`config.mk`:
```
export PLATFORM = sky130hd
export DESIGN_NAME = rr_req_pending_tracker
export DESIGN_NICKNAME = d
export VERILOG_FILES = /design/src/rtl/rr_req_pending_tracker_pkg.sv /design/src/rtl/rr_pending_counter.sv /design/src/rtl/rr_req_pending_tracker.sv
export SDC_FILE = /design/constraint.sdc
export NUM_CORES = 1
export LEC_CHECK = 0
export CELL_PAD_IN_SITES_DETAIL_PLACEMENT = 0
export CELL_PAD_IN_SITES_GLOBAL_PLACEMENT = 1
export CORE_ASPECT_RATIO = 0.5
export CORE_MARGIN = 1
export CORE_UTILIZATION = 53
export CTS_BUF_LIST = sky130_fd_sc_hd__clkbuf_8
export DETAILED_ROUTE_END_ITERATION = 16
export DONT_BUFFER_PORTS = 1
export GPL_TIMING_DRIVEN = 0
export PLACE_DENSITY = 0.93
export SYNTH_ARGS = -nofsm -noshare
export SYNTH_HDL_FRONTEND = slang
export SYNTH_SLANG_ARGS = --single-unit
```
`constraint.sdc`:
```
create_clock -name i_clk -period 4.8 [get_ports i_clk]
set_clock_uncertainty 0.2 [all_clocks]
set_input_delay 0.96 -clock i_clk [delete_from_list [all_inputs] [get_ports i_clk]]
set_output_delay 0.96 -clock i_clk [all_outputs]
set_load 0.1 [all_outputs]
```
`src/rtl/rr_req_pending_tracker_pkg.sv`:
```
// Shared types and helpers for the round-robin request tracker and its arbiter consumers.
// Provides the counter width default, index-width sizing and a lowest-set-bit encoder.
package rr_req_pending_tracker_pkg;

  localparam int unsigned DEFAULT_N     = 32;
  localparam int unsigned DEFAULT_CNT_W = 4;
  localparam int unsigned MAX_N         = 256;

  typedef enum logic [1:0] {
    CNT_HOLD = 2'd0,
    CNT_INC  = 2'd1,
    CNT_DEC  = 2'd2
  } cntOp_e;

  function automatic int unsigned idxWidth(input int unsigned n);
    return (n > 1) ? $clog2(n) : 1;
  endfunction

  // Lowest set bit wins, so a multi-hot vector still yields a deterministic index.
  function automatic int unsigned oneHotToIdx(input logic [MAX_N-1:0] vec);
    int unsigned idx;
    idx = 0;
    for (int i = MAX_N - 1; i >= 0; i--) begin
      if (vec[i]) idx = unsigned'(i);
    end
    return idx;
  endfunction

endpackage

```
`src/rtl/rr_pending_counter.sv`:
```
// One source's saturating up/down pending counter with its sticky overflow flag.
module rr_pending_counter
  import rr_req_pending_tracker_pkg::*;
#(
  parameter int unsigned CNT_W = DEFAULT_CNT_W
) (
  input  logic             i_clk,
  input  logic             i_rst_n,
  input  logic             i_inc,
  input  logic             i_gnt,
  input  logic             i_ovfClr,
  output logic [CNT_W-1:0] o_cnt,
  output logic             o_ovf
);

  logic [CNT_W-1:0] r_cnt;
  logic             r_ovf;
  logic             w_isZero;
  logic             w_isMax;
  logic             w_dec;
  logic             w_drop;
  cntOp_e           w_op;

  assign w_isZero = (r_cnt == '0);
  assign w_isMax  = &r_cnt;
  assign w_dec    = i_gnt && !w_isZero;

  // A pulse coinciding with a retiring grant is a net no-op, even at saturation.
  always_comb begin
    w_op   = CNT_HOLD;
    w_drop = 1'b0;
    if (i_inc && !w_dec) begin
      if (w_isMax) w_drop = 1'b1;
      else         w_op   = CNT_INC;
    end else if (w_dec && !i_inc) begin
      w_op = CNT_DEC;
    end
  end

  always_ff @(posedge i_clk) begin
    if (!i_rst_n) begin
      r_cnt <= '0;
      r_ovf <= 1'b0;
    end else begin
      case (w_op)
        CNT_INC: r_cnt <= r_cnt + 1'b1;
        CNT_DEC: r_cnt <= r_cnt - 1'b1;
        default: r_cnt <= r_cnt;
      endcase
      if (i_ovfClr)    r_ovf <= 1'b0;
      else if (w_drop) r_ovf <= 1'b1;
    end
  end

  assign o_cnt = r_cnt;
  assign o_ovf = r_ovf;

endmodule

```
`src/rtl/rr_req_pending_tracker.sv`:
```
// Counts outstanding request pulses per source, presents a level req vector to the arbiter
// and retires one pending request per accepted grant.
module rr_req_pending_tracker
  import rr_req_pending_tracker_pkg::*;
#(
  parameter int unsigned N     = DEFAULT_N,
  parameter int unsigned CNT_W = DEFAULT_CNT_W
) (
  input  logic                      i_clk,
  input  logic                      i_rst_n,
  input  logic [N-1:0]              i_req_pulse,
  input  logic [N-1:0]              i_gnt,
  input  logic                      i_ovf_clr,
  output logic [N-1:0]              o_req,
  output logic [N*CNT_W-1:0]        o_pending_cnt,
  output logic                      o_gnt_vld,
  output logic [idxWidth(N)-1:0]    o_gnt_idx,
  output logic [N-1:0]              o_ovf,
  output logic                      o_gnt_err
);

  localparam int unsigned IDX_W = idxWidth(N);

  logic [CNT_W-1:0] w_cnt [N];
  logic [N-1:0]     w_req;
  logic [N-1:0]     w_validGnt;
  logic [MAX_N-1:0] w_validGntWide;
  logic             w_spurious;
  logic             w_multiHot;
  logic [IDX_W-1:0] w_encIdx;
  logic             r_gntVld;
  logic [IDX_W-1:0] r_gntIdx;
  logic             r_gntErr;

  for (genvar gi = 0; gi < N; gi++) begin : g_src
    rr_pending_counter #(
      .CNT_W (CNT_W)
    ) u_cnt (
      .i_clk    (i_clk),
      .i_rst_n  (i_rst_n),
      .i_inc    (i_req_pulse[gi]),
      .i_gnt    (i_gnt[gi]),
      .i_ovfClr (i_ovf_clr),
      .o_cnt    (w_cnt[gi]),
      .o_ovf    (o_ovf[gi])
    );
    assign w_req[gi] = |w_cnt[gi];
    assign o_pending_cnt[gi*CNT_W +: CNT_W] = w_cnt[gi];
  end

  // req comes only from counter registers, which breaks any loop through a combinational arbiter.
  assign o_req = w_req;

  assign w_validGnt     = i_gnt & w_req;
  assign w_spurious     = |(i_gnt & ~w_req);
  assign w_multiHot     = |(i_gnt & (i_gnt - N'(1)));
  assign w_validGntWide = MAX_N'(w_validGnt);
  assign w_encIdx       = IDX_W'(oneHotToIdx(w_validGntWide));

  always_ff @(posedge i_clk) begin
    if (!i_rst_n) begin
      r_gntVld <= 1'b0;
      r_gntIdx <= '0;
      r_gntErr <= 1'b0;
    end else begin
      r_gntVld <= |w_validGnt;
      if (|w_validGnt) r_gntIdx <= w_encIdx;
      if (i_ovf_clr)                     r_gntErr <= 1'b0;
      else if (w_spurious || w_multiHot) r_gntErr <= 1'b1;
    end
  end

  assign o_gnt_vld = r_gntVld;
  assign o_gnt_idx = r_gntIdx;
  assign o_gnt_err = r_gntErr;

endmodule

```
run_1/layer_met4.png
Cells faint in the background.
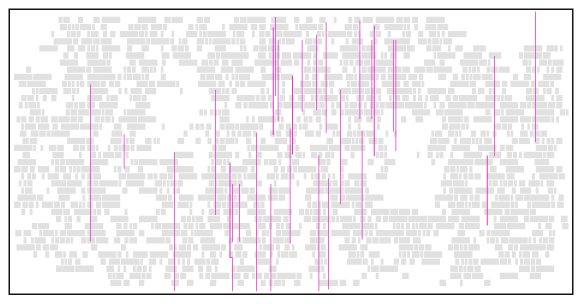
- longest straight run: 60.5 µm
- share of all routed wire: 3.1%

run_1/congestion.png
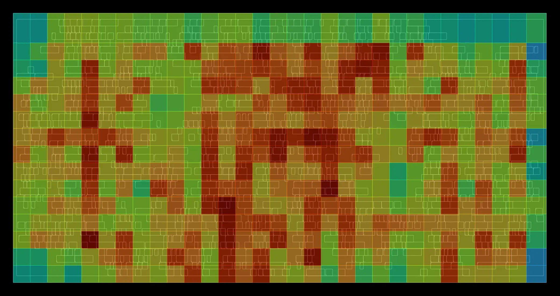
combined global-route utilization of all metal layers: 31.2%
Final Core Density: 58.3%
grt peak-use layer: met2
WL per Instance: 20.8 µm
GR Util met3: 8.95%

run_1/clk_routes.png
Scale bar: 50 µm.
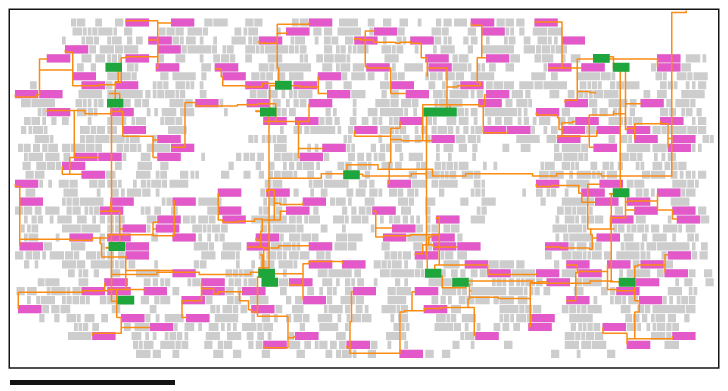
- clock wires: orange (length 2370 µm)
- clock drivers: green (count 17)
- flip-flops: magenta (count 167)
- routed clock nets: 18
- flops lie: spread over the die

run_1/io_placement.png
Pins as bars across the die edge, other pins in gray.
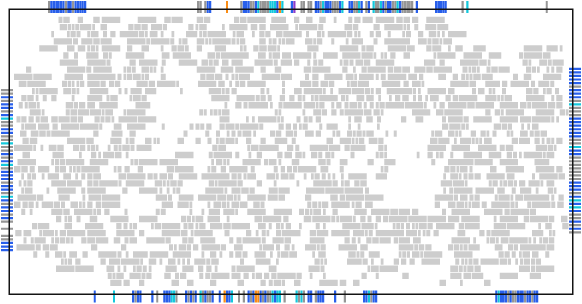
- `o_req`: cyan (pins 32; direction output; edge 12 top, 12 bottom, 4 left, 4 right)
- `i_ovf_clr`: purple (pins 1; direction input; edge top)
- `o_pending_cnt`: blue (pins 128; direction output; edge 43 bottom, 41 top, 24 right, 20 left)
- `o_gnt_idx`: orange (pins 5; direction output; edge 3 bottom, 2 top)

-- run 1: layer usage --
| metal | track usage (%) | share of wire, % |
|---|---|---|
| met1 | 41.3 | 44 |
| met2 | 47.7 | 44 |
| met5 | 0 | 0 |
| met3 | 8.95 | 9.0 |
| met4 | 13.1 | 3.1 |
-- run 1: synthesized netlist by cell type (all sizes together) (4+ instances only) --
cell    number  area share [%]
dfxtp      167              28
and2        96             5.0
or3         37             1.9
nor2b        5            0.26
o22ai       32             1.7
a31oi       12            0.62
or4         29             1.9
a21boi      29             1.8
nand2b       4            0.21
xnor2       66             4.8
a21o        32             2.0
inv        132             4.1
xor2        31             2.3
nand3       14            0.62
o211a        6            0.50
nor2       100             3.1
nor3        33             1.4
ha          92             9.6
o41ai       31             4.3
fa          32             5.3
a21oi       50             2.1
o21ai      104             4.4
buf         33             2.0
or2          5            0.26
nor4         9            0.77
nand2      109             3.4
clkbuf      22            0.70
and3        26             1.4
nand4       15            0.88
a41oi       30             2.2
mux2i        7            0.58
-- run 1: per-stage QoR --
step	cells	utilization, %	hold WS [ns]	worst slack, ns
2_1_floorplan	1420	-	0.238	0.981
3_3_place_gp	1720	56.5	0.249	0.540
3_5_place_dp	1720	56.5	0.262	0.487
4_1_cts	1750	58.3	0.283	0.477
5_1_grt	1750	58.3	0.302	0.334
6_report	1750	58.3	0.278	0.444
-- run 1: layout make-up --
type	instances	area share [%]
buffer	55	2.57
clock buffer	18	1.93
clock inverter	12	1.28
inverter	132	3.87
multi-input combinational	1066	61.3
sequential	167	26.1
tap	300	2.93
-- run 1: worst max path at each step --
stage                                       start                 endpoint  cells past startpoint
after global routing      g_src[1].u_cnt.o_cnt[0]  g_src[1].u_cnt.o_cnt[3]                     10
after detailed placement  g_src[1].u_cnt.o_cnt[0]  g_src[1].u_cnt.o_cnt[3]                     10
after floorplan           g_src[1].u_cnt.o_cnt[0]  g_src[1].u_cnt.o_cnt[3]                     10
final                     g_src[1].u_cnt.o_cnt[0]  g_src[1].u_cnt.o_cnt[3]                     10
after CTS                 g_src[1].u_cnt.o_cnt[0]  g_src[1].u_cnt.o_cnt[3]                     10
after global placement    g_src[1].u_cnt.o_cnt[0]  g_src[1].u_cnt.o_cnt[3]                     10
-- run 1: logic make-up after synthesis --
| kind of cell | after synthesis | synth area share (%) |
|---|---|---|
| muxes | 7 | 0.583 |
| DFF | 167 | 27.8 |
| and+or+nand+nor | 488 | 21.5 |
| xor gates and xnor gates | 97 | 7.06 |
| adders and majority gates | 126 | 15.1 |
| buffers and inverters | 187 | 6.85 |
| AOI/OAI and AO/OA | 348 | 21.2 |
-- run 1: flip-flops by register name, summed over array words and instances (netlist names) --
signal and cells:
g_src.u_cnt.o_cnt 128, g_src.u_cnt.o_ovf 32, o_gnt_idx 5, o_gnt_err 1, o_gnt_vld 1
==> COMMIT_EDITMSG, run 1 <==
Refresh implementation metrics

- Outcome: finished, final reports clean
* Setup TNS: 0 ns
* Count of flip-flops with a built-in enable after synthesis: 0
- Buffers placed on the I/O ports in this run total 0.
* Post-route DRC: 0
- Yosys synthesis warning count: 0
* Largest net degree at the start of global routing: 17
- Die area: 23300 µm²
* Die X: 215 µm
* Final Max Slew Viols: 0
- Syn Std Cell Area: 12000 µm²
* Maximum buffer depth of the clock tree: 2
- The worst path in the final design needs a cycle of 4.36 ns, including I/O delays and setup.
- Setup CP Type: reg2reg
- TritonCTS built the clock tree.
- Post-synth cell types: 66
- The final timing report lists a hold violation count of 0.
- Highest-delay cell along the critical path: sky130_fd_sc_hd__dfxtp_1
* Maximum Capacitance Violations: 0
- Clock latency on the worst-skew pair: 0.50 ns
- The worst register-to-register path has a setup slack of 0.44 ns.
- Number of nets in the layout: 1630
- At the floorplan stage, the core utilization is reported as 54.8%.
- Post-synthesis chip area from yosys: 12000 µm²
- Once iteration 0 of detailed routing completed, the report listed 806 DRC markers.
- Depth of the CTS H-tree: 4
* Number of nets produced by synthesis: 1611
* Root buffer selected by CTS: sky130_fd_sc_hd__clkbuf_8
- In this run, CTS created clock tree buffers numbering 17.
- Note, the detailed placer reported a final HPWL of 28500 µm.
* Pre-Repair DR Iteration Count: 7
- Slew at the pin closest to its max-slew limit: 1.29 ns
- For reference, the critical path cell chain is or4_1 -> nand2_1 -> nor2_1 -> ha_1 -> ha_1 -> a21o_1 -> a21oi_1 -> xnor2_1 -> or3_1 -> a21boi_0.
- Critical path fanouts, max: 7
* Row cnt: 38
- Setup repair after global routing left no endpoint under its margin.
- Synthesis produced a netlist whose cell count is 1420.
- Count of cells along the worst register-to-register path: 10
* Flip-flop and latch area: 3340 µm²
- Min-Delay Startpoint: g_src[0].u_cnt.o_ovf
* Number of antenna violations at the first check in global routing: 1
- Clock net sink count: 167
- For this run, the top clock speed supported by timing is 230 MHz.
- The script logs the ratio of routed vias to standard cells as 6.18.
* Element type at the critical path start: flop
* Largest stage delay on the critical path: 1.09 ns
* Proportion of layout cells with a drive suffix above 1: 7.10%
- The synthesized design contains 167 register bits.
* Via count of the first global-routing pass: 9963
* Hold depth: 2
- The most common logic cell in the final layout is sky130_fd_sc_hd__dfxtp_1.
- Final-report setup violation count: 0
- Critical path buffers and inverters: 0
- Pin placement for this block handled 266 I/O pins.
* Instance area after placement: 12400 µm²
* R2r endpoint: g_src[1].u_cnt.o_cnt[3]
- Post-synth top flop: sky130_fd_sc_hd__dfxtp_1
- Top cell family by delay on the critical path: simple AND/OR/NAND/NOR gates
* Top logic cells by instance count in the layout: 167 x sky130_fd_sc_hd__dfxtp_1, 136 x sky130_fd_sc_hd__inv_1, 109 x sky130_fd_sc_hd__nand2_1
* Antenna Nets Post-Route: 0
- Growth of design area from synthesis to finish: 6.54%
- The number of setup buffers added after CTS is 0.
- Count of tool warnings: 26
- Setup crit end kind: flop
- Routability congestion estimate from global placement: 0.931
* Number of cell instances after yosys synthesis: 1420
- For this run, asynchronously set or reset flops after synthesis account for 0%.
* Number of gates resized after cts: 0
- The routed layout has 10.8k vias.
* Cell mode on critical path: sky130_fd_sc_hd__ha_1
* Routed Wire Length: 36400 µm
- Floorplan Core Area: 22000 µm²
- Mean area per synthesized cell: 8.47 µm²
- Per the post-CTS timing run, clock transition at the registers of the reported paths is 0.08 ns.
* Min-delay worst type: reg2reg
- Portion of the clock cycle consumed by the worst path in the final layout: 90.8%
* Height of the die: 109 µm
- Sum of overflow across all layers after global routing: 0
- The final layout report lists a filler cell count of 1976.
- Data arrival, critical path: 4.58 ns
* Startpoint of the lowest-slack register-to-register path: g_src[1].u_cnt.o_cnt[0]
* Post-cts hold-fix buffer tally: 0
- Critical path required time: 5.02 ns
- Antenna cells: 0
- First-pass GRT wire length: 55500 µm
- Summing all multi-input logic gate instances after layout gives 7860 µm².
- Summing the sequential cell areas from Yosys gives 27.8% of the chip area.
* Post-route cell area: 12800 µm²
* Remaining max-slew budget at the tightest pin: 14.0%
- Hold analysis lists the worst path endpoint as g_src[0].u_cnt.o_ovf.
run_1/flops_by_reg.png
Other sequential cells in the stronger gray, the rest of the logic in the fainter gray.
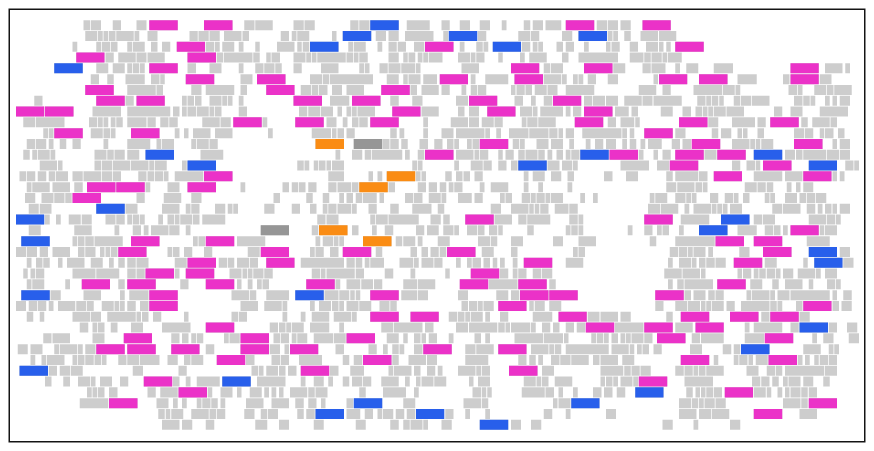

--- run 2 (diff from run 1) ---
--- a/config.mk
+++ b/config.mk
@@ -9,12 +9,13 @@
 export CELL_PAD_IN_SITES_GLOBAL_PLACEMENT = 1
 export CORE_ASPECT_RATIO = 0.5
 export CORE_MARGIN = 1
-export CORE_UTILIZATION = 53
+export CORE_UTILIZATION = 54
 export CTS_BUF_LIST = sky130_fd_sc_hd__clkbuf_8
 export DETAILED_ROUTE_END_ITERATION = 16
 export DONT_BUFFER_PORTS = 1
 export GPL_TIMING_DRIVEN = 0
-export PLACE_DENSITY = 0.93
+export PLACE_DENSITY = 0.94
 export SYNTH_ARGS = -nofsm -noshare
 export SYNTH_HDL_FRONTEND = slang
+export SYNTH_HIERARCHICAL = 1
 export SYNTH_SLANG_ARGS = --single-unit
run_2/flops_by_reg.png
Other sequential cells in the stronger gray, the rest of the logic in the fainter gray.
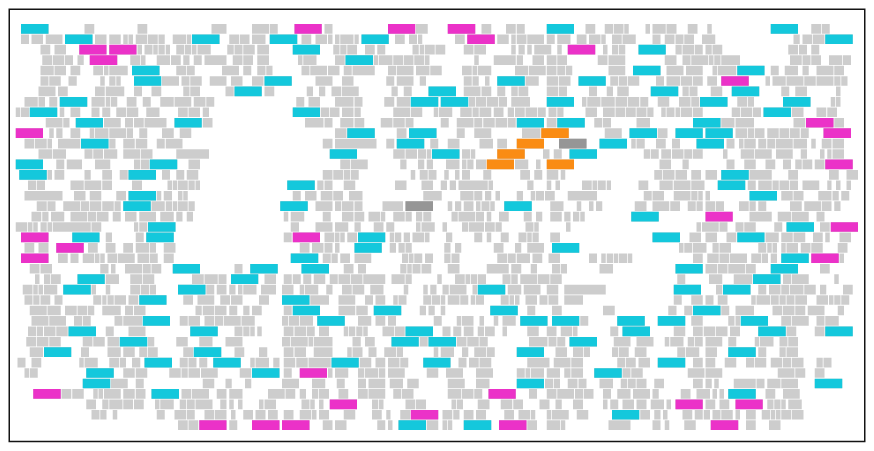
- `o_gnt_idx`: orange (placed flops 5)
- `g_src.u_cnt/o_ovf`: magenta (placed flops 32; where spread over the die)
- `g_src.u_cnt/o_cnt`: cyan (placed flops 128; where spread over the die)
- not colored: 2

==> run 2 against run 1 <==
Effect of this change: maximum frequency is 4.0% higher; synthesized area is 9.3% higher; critical path type is now reg2out; synthesized cell count is 5.8% higher; largest cell class unchanged.
==> COMMIT_EDITMSG, run 2 <==
Refresh implementation metrics

- Outcome: finished, final reports clean
- After synthesis the cells add up to 13200 µm².
- Per the CTS log, the maximum H-tree level is 4.
- Yosys synthesis warning count: 6
* Antenna cells: 0
- Per the timing report, the achievable frequency comes out to 239 MHz.
- For reference, the final report shows the max-slew violation count at 0.
* Number of gates resized after cts: 0
- Initial Util: 56.4%
- The CTS log lists the clock sinks for this run as 167.
- Routed Wire Length: 37000 µm
- Height of the die: 112 µm
* Remaining max-slew budget at the tightest pin: 9.25%
- Pre-Repair DR Iteration Count: 5
- Leaving out fill and tap cells, the most frequent cell in the layout is sky130_fd_sc_hd__dfxtp_1.
- Clock tree synthesis selected as its root buffer the cell sky130_fd_sc_hd__clkbuf_8.
- Yosys reports a chip area of 13200 µm².
* Number of nets produced by synthesis: 1666
- Flip-flop and latch area: 3340 µm²
- Sum of overflow across all layers after global routing: 0
- For this run, the share of the core covered by cells in the final layout is 59.5%.
- Number of cell instances after yosys synthesis: 1503
- The critical path starts at g_src[3].u_cnt/o_cnt[0].
- Min-delay worst type: in2reg
- Most common cell in the netlist: sky130_fd_sc_hd__dfxtp_1
- The synthesized netlist devotes 6.39% of its cell area to XOR and XNOR gates.
- Growth of design area from synthesis to finish: 5.59%
* Post-synth cell types: 60
- Number of antenna violations at the first check in global routing: 0
* Mean area per synthesized cell: 8.75 µm²
* First-pass GRT wire length: 58000 µm
* Critical path required time: 3.64 ns
- WL per Instance: 20.1 µm
- Proportion of layout cells with a drive suffix above 1: 9.67%
- The floorplan step set the die width to 223 µm.
- Of the total synthesized cell area, the portion taken by full adders, half adders and majority gates is 9.21%.
* Area fraction in and, or, nand and nor cells after synthesis: 24.7%
- The clock passes through at most 2 buffers.
- Worst Hold Margin: 0.333 ns
- Largest net degree at the start of global routing: 199
- The top cell type by area accounts for 25.4% of the synthesized area.
- Total CTS buffers: 17
- The worst register-to-register path begins at g_src[26].u_cnt/o_cnt[0].
- TritonCTS built the clock tree.
- Number of hold-slack violations in the final timing report: 0
- From the final report, the count of setup violators was given as 0.
- Post-DP HPWL: 27500 µm
* Quantity of I/O buffers inserted on ports: 0
- Filler Cells Inserted: 2074
- Floorplan Core Area: 23300 µm²
- According to the floorplan report, the total die area is 25000 µm².
- RSZ-0062 raised after global routing: no
* Setup CP Type: reg2out
* Via count of the first global-routing pass: 11.0k
- At the end of routability-driven placement, the weighted congestion stood at 0.900.
- After synthesis, the most frequently instantiated cells are 167 x sky130_fd_sc_hd__dfxtp_1, 97 x sky130_fd_sc_hd__nor3b_1, 96 x sky130_fd_sc_hd__ha_1, 80 x sky130_fd_sc_hd__a21oi_1, 79 x sky130_fd_sc_hd__nand2_1.
- Top logic cells by instance count in the layout: 167 x sky130_fd_sc_hd__dfxtp_1, 97 x sky130_fd_sc_hd__nor3b_1, 96 x sky130_fd_sc_hd__ha_1
- 266 I/O pins were placed.
- By area the synthesized netlist is led by sky130_fd_sc_hd__dfxtp_1 25%, sky130_fd_sc_hd__ha_1 9.1%, sky130_fd_sc_hd__nor3b_1 5.5%, sky130_fd_sc_hd__mux2i_1 4.9%, sky130_fd_sc_hd__xor2_1 4.3%.
- Count of flip-flops with a built-in enable after synthesis: 0
- Clock transition at path regs: 0.09 ns
- The tool warning count for the run is 60.
* Post-CTS Setup Inserts: 0
* Post-route DRC: 0
- For the pin with the worst max-slew slack, the measured transition is 1.36 ns.
- Count of vias placed by the detailed router: 12.0k
- Per the layout area report, the combinational gate area comes to 9310 µm².
[run 2: netlist changes by cell type after synthesis, sizes merged, moves of 56 or more]
cell and delta:
nor3b +97, a31oi +56, a21oi +62, nand2b +61, mux2i +57, inv -64, nor2 -58, and2 -63
[run 2: path summary, 6_finish.rpt]
check / slack [ns] / cells past startpoint / endpoint
setup / recovery: 0.61 / 2 / o_req[3]
hold / removal: 0.33 / 1 / g_src[14].u_cnt/o_ovf
setup reg to reg: 0.84 / 6 / o_gnt_err
hold reg to reg: 0.75 / 2 / o_gnt_idx[4]
[run 2: metrics by stage]
step | std cells | worst slack, ns | instance area (µm²)
floorplan | 1503 | 1.50 | 13200
global placement | 1810 | 0.931 | 13500
detailed placement | 1810 | 0.921 | 13500
CTS | 1838 | 0.670 | 13900
global route | 1838 | 0.427 | 13900
finish | 1838 | 0.610 | 13900
[run 2: area by class of cell]
cell class              count  area share [%]
clock buffers              19            1.88
multi-input cells        1235            67.0
inverters                  68            1.84
well taps                 307            2.77
clock inverters             9           0.649
plain buffers              33            1.77
flip-flops and latches    167            24.1
[run 2: layer usage]
layer,GRT usage (%),vias up,part of all wire (%)
met3,8.04,65,7.1
met4,9.79,0,2.9
li1,-,5741,-
met2,47.4,326,46
met5,0,-,0
met1,36.9,5895,44
[run 2: cell families (layout without fill, tap and decap cells)]
| family | after synthesis | after routing |
|---|---|---|
| and+or+nand+nor | 518 | 518 |
| AOI/OAI and AO/OA | 460 | 460 |
| DFF | 167 | 167 |
| buffers and inverters | 101 | 129 |
| adders and majority gates | 97 | 97 |
| xor gates and xnor gates | 96 | 96 |
| muxes | 64 | 64 |
[run 2: critical path, stage by stage, from the launching register on]
cell and delay, ns:
sky130_fd_sc_hd__dfxtp_1 0.76, sky130_fd_sc_hd__nor4_1 1.05, sky130_fd_sc_hd__inv_1 0.71
--- run 3 (diff from run 2) ---
--- a/config.mk
+++ b/config.mk
@@ -11,6 +11,7 @@
 export CORE_MARGIN = 1
 export CORE_UTILIZATION = 54
 export CTS_BUF_LIST = sky130_fd_sc_hd__clkbuf_8
+export CTS_CLUSTER_SIZE = 10
 export DETAILED_ROUTE_END_ITERATION = 16
 export DONT_BUFFER_PORTS = 1
 export GPL_TIMING_DRIVEN = 0
run_3/flops_by_reg.png
Other sequential cells in the stronger gray, the rest of the logic in the fainter gray.
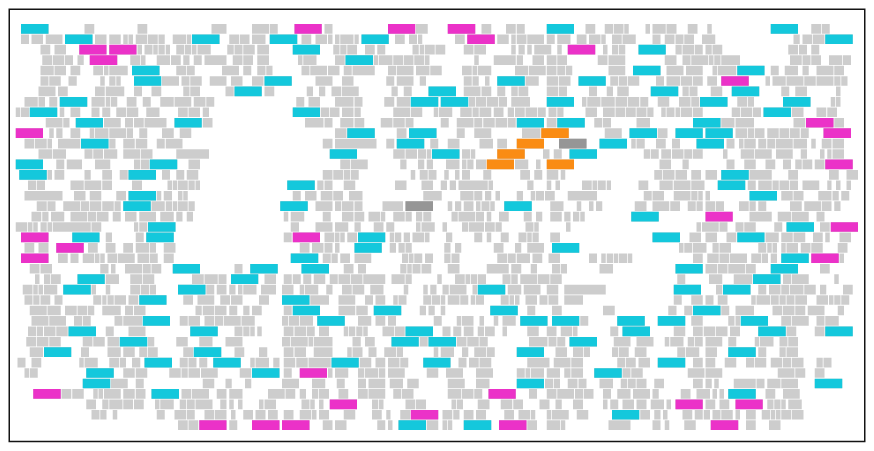
- `o_gnt_idx`: orange (placed flops 5)
- `g_src.u_cnt/o_cnt`: cyan (placed flops 128; where spread over the die)
- `g_src.u_cnt/o_ovf`: magenta (placed flops 32; where spread over the die)
- not colored: 2

==> run 3 against run 2 <==
Effect of this change: first-iteration DRC count unchanged; hold slack unchanged; synthesized area unchanged; register-to-register slack about the same; core utilization unchanged; flip-flop count unchanged; via count unchanged.
==> COMMIT_EDITMSG, run 3 <==
Refresh implementation metrics

- At the worst endpoint, the required time is 3.64 ns.
* Height of the die: 112 µm
- Top logic cells by instance count in the layout: 167 x sky130_fd_sc_hd__dfxtp_1, 97 x sky130_fd_sc_hd__nor3b_1, 96 x sky130_fd_sc_hd__ha_1
- The highest clock rate this design can be run at is 239 MHz.
* Row cnt: 39
* Root buffer selected by CTS: sky130_fd_sc_hd__clkbuf_8
- The wire-length estimate of the detail-placed layout is 27500 µm.
- The area recorded from the Yosys report for this design is 13200 µm².
- The number of antenna violations at the first check in global routing is 0.
* Via count of the first global-routing pass: 11.0k
- Pre-Repair DR Iteration Count: 5
- Quantity of I/O buffers inserted on ports: 0
- After detailed routing, the average wire length per cell comes to 20.1 µm.
- Summed over all layers, the routed wires come to 37000 µm.
* Proportion of layout cells with a drive suffix above 1: 9.67%
* Maximum buffer depth of the clock tree: 2
* Data arrival, critical path: 3.03 ns
* Floorplan Core Area: 23300 µm²
- The type recorded for the worst min-delay path is in2reg.
- Final-report setup violation count: 0
* Total CTS buffers: 17
- The largest single stage delay on the critical path is 1.05 ns.
- Die area: 25000 µm²
- RSZ-0062 raised after global routing: no
- Leading cell types by count after synthesis: 167 x sky130_fd_sc_hd__dfxtp_1, 97 x sky130_fd_sc_hd__nor3b_1, 96 x sky130_fd_sc_hd__ha_1, 80 x sky130_fd_sc_hd__a21oi_1, 79 x sky130_fd_sc_hd__nand2_1
- Post-synthesis cell type with the largest combined area: sky130_fd_sc_hd__dfxtp_1
* Antenna Nets Post-Route: 0
- Post-synth top flop: sky130_fd_sc_hd__dfxtp_1
- Number of nets produced by synthesis: 1666
- Portion of the clock cycle consumed by the worst path in the final layout: 87.3%
- Top cell family by delay on the critical path: simple AND/OR/NAND/NOR gates
- Clock latency on the worst-skew pair: 0.49 ns
- Yosys synthesis warning count: 6
- Count of mapped cells out of synthesis: 1503
- The share of synthesized area in the top cell type comes to 25.4%.
* Initial DRC count: 953
- Initial Util: 56.4%
- Remaining max-slew budget at the tightest pin: 9.25%
* Critical path fanouts, max: 11
- The routed layout has 12.0k vias.
- Antenna cells: 0
- Count of state elements after synthesis: 167
- Flip-flop count of the largest register, all copies and words added: 128
- In this run, post-CTS repair resized a total of 0 instances.
* Setup CP Type: reg2out
* CTS tree: done
* Most instantiated logic cell after routing: sky130_fd_sc_hd__dfxtp_1
- The synthesized netlist contains 60 unique library cells.
- Count of boundary I/O pins: 266
- The first global-routing pass estimated 58000 µm of wire.
- The number of warnings reported in the stage logs is 60.
- Critical path buffers and inverters: 1
- Clock net sink count: 167
- The registers of the reported paths see a clock transition of 0.09 ns.
- Dividing the synthesized area by the synthesized cell count gives 8.75 µm².
- Of all flip-flops after synthesis, the portion carrying an async set or reset was 0%.
* Slew at the pin closest to its max-slew limit: 1.36 ns
- Vias per inst: 6.54
- Post-cts hold-fix buffer tally: 0
* Final Core Density: 59.5%
* Depth of the CTS H-tree: 4
- STA classifies the critical path startpoint as a flop.
* Post-route DRC: 0
* Die X: 223 µm
- Worst slack at placement: 0.921 ns
- Highest-delay cell along the critical path: sky130_fd_sc_hd__nor4_1
* Most common cell in the netlist: sky130_fd_sc_hd__dfxtp_1
- Filler Cells Inserted: 2074
* Setup crit end kind: output port
* Maximum Capacitance Violations: 0
- Sum of overflow across all layers after global routing: 0
- The final hold violation count recorded for this run is 0.
- Per the final report, max-transition violations number 0.
* Number of cell instances after yosys synthesis: 1503
* Cell area leaders: sky130_fd_sc_hd__dfxtp_1 25%, sky130_fd_sc_hd__ha_1 9.1%, sky130_fd_sc_hd__nor3b_1 5.5%, sky130_fd_sc_hd__mux2i_1 4.9%, sky130_fd_sc_hd__xor2_1 4.3%
- Largest net degree at the start of global routing: 199
- Combined global-route utilization of all metal layers: 29.0%
* Number of nets in the layout: 1685
* Synth Seq Share: 25.4%
* Post-CTS Setup Inserts: 0
* Syn Std Cell Area: 13200 µm²
- Compared with the post-synthesis result, the final layout area differs by 5.59%.
* Setup TNS: 0 ns
- The flow ran to the end, and the final reports show no timing, DRC or antenna violations.
* Count of flip-flops with a built-in enable after synthesis: 0
- The final timing report gives a worst setup slack of 0.610 ns.
* Final critical-path required period: 4.19 ns
- Walking the worst path, the cells encountered are nor4_1 -> inv_1.
- Routability congestion estimate from global placement: 0.900
run 3: cell counts in the layout (fill, tap and decap cells not counted):
Identical to the previous run, type by type.
run 3: cells by family after synthesis:
group	count (synthesis)	share of synthesized area, %
adder cells (fa/ha/maj)	97	9.21
buffers and inverters	101	3.81
XOR/XNOR	96	6.39
AND/OR/NAND/NOR	518	24.7
AND-OR/OR-AND	460	25.6
flip-flops	167	25.4
multiplexers	64	4.87
run 3: area by class of cell:
cell class / instances / area [µm²] / area share (%)
sequential: 167 / 3340 / 24.1
tap: 307 / 384 / 2.77
multi-input combinational: 1235 / 9310 / 67.0
clock buffer: 19 / 262 / 1.88
buffer: 33 / 245 / 1.77
inverter: 68 / 255 / 1.84
clock inverter: 9 / 90.1 / 0.649
run 3: layer usage:
layer / track usage [%] / wire length [µm]
met5: 0 / 0
met4: 9.79 / 1090
met3: 8.04 / 2630
met2: 47.4 / 16900
met1: 36.9 / 16400
run 3: path summary, 6_finish.rpt:
path	start	slack, ns	end	cells past startpoint
setup / recovery	g_src[3].u_cnt/o_cnt[0]	0.61	o_req[3]	2
hold / removal	i_ovf_clr	0.33	g_src[14].u_cnt/o_ovf	1
setup reg to reg	g_src[26].u_cnt/o_cnt[0]	0.84	o_gnt_err	6
hold reg to reg	o_gnt_idx[4]	0.75	o_gnt_idx[4]	2
run 3: metrics by stage:
step           cell area (µm²)  hold WS, ns  cells
3_3_place_gp             13500        0.725   1810
4_1_cts                  13900        0.295   1838
5_1_grt                  13900        0.290   1838
6_report                 13900        0.333   1838
3_5_place_dp             13500        0.750   1810
2_1_floorplan            13200        0.675   1503
run 3: worst register-to-register path, stage by stage, from the launching register on:
cell                        delay (ns)
sky130_fd_sc_hd__dfxtp_1          1.24
sky130_fd_sc_hd__or4_1            0.91
sky130_fd_sc_hd__o22ai_1          0.35
sky130_fd_sc_hd__nor4b_1          0.40
sky130_fd_sc_hd__o2111ai_1        0.17
sky130_fd_sc_hd__nor4_1           0.38
sky130_fd_sc_hd__a41oi_1          0.16
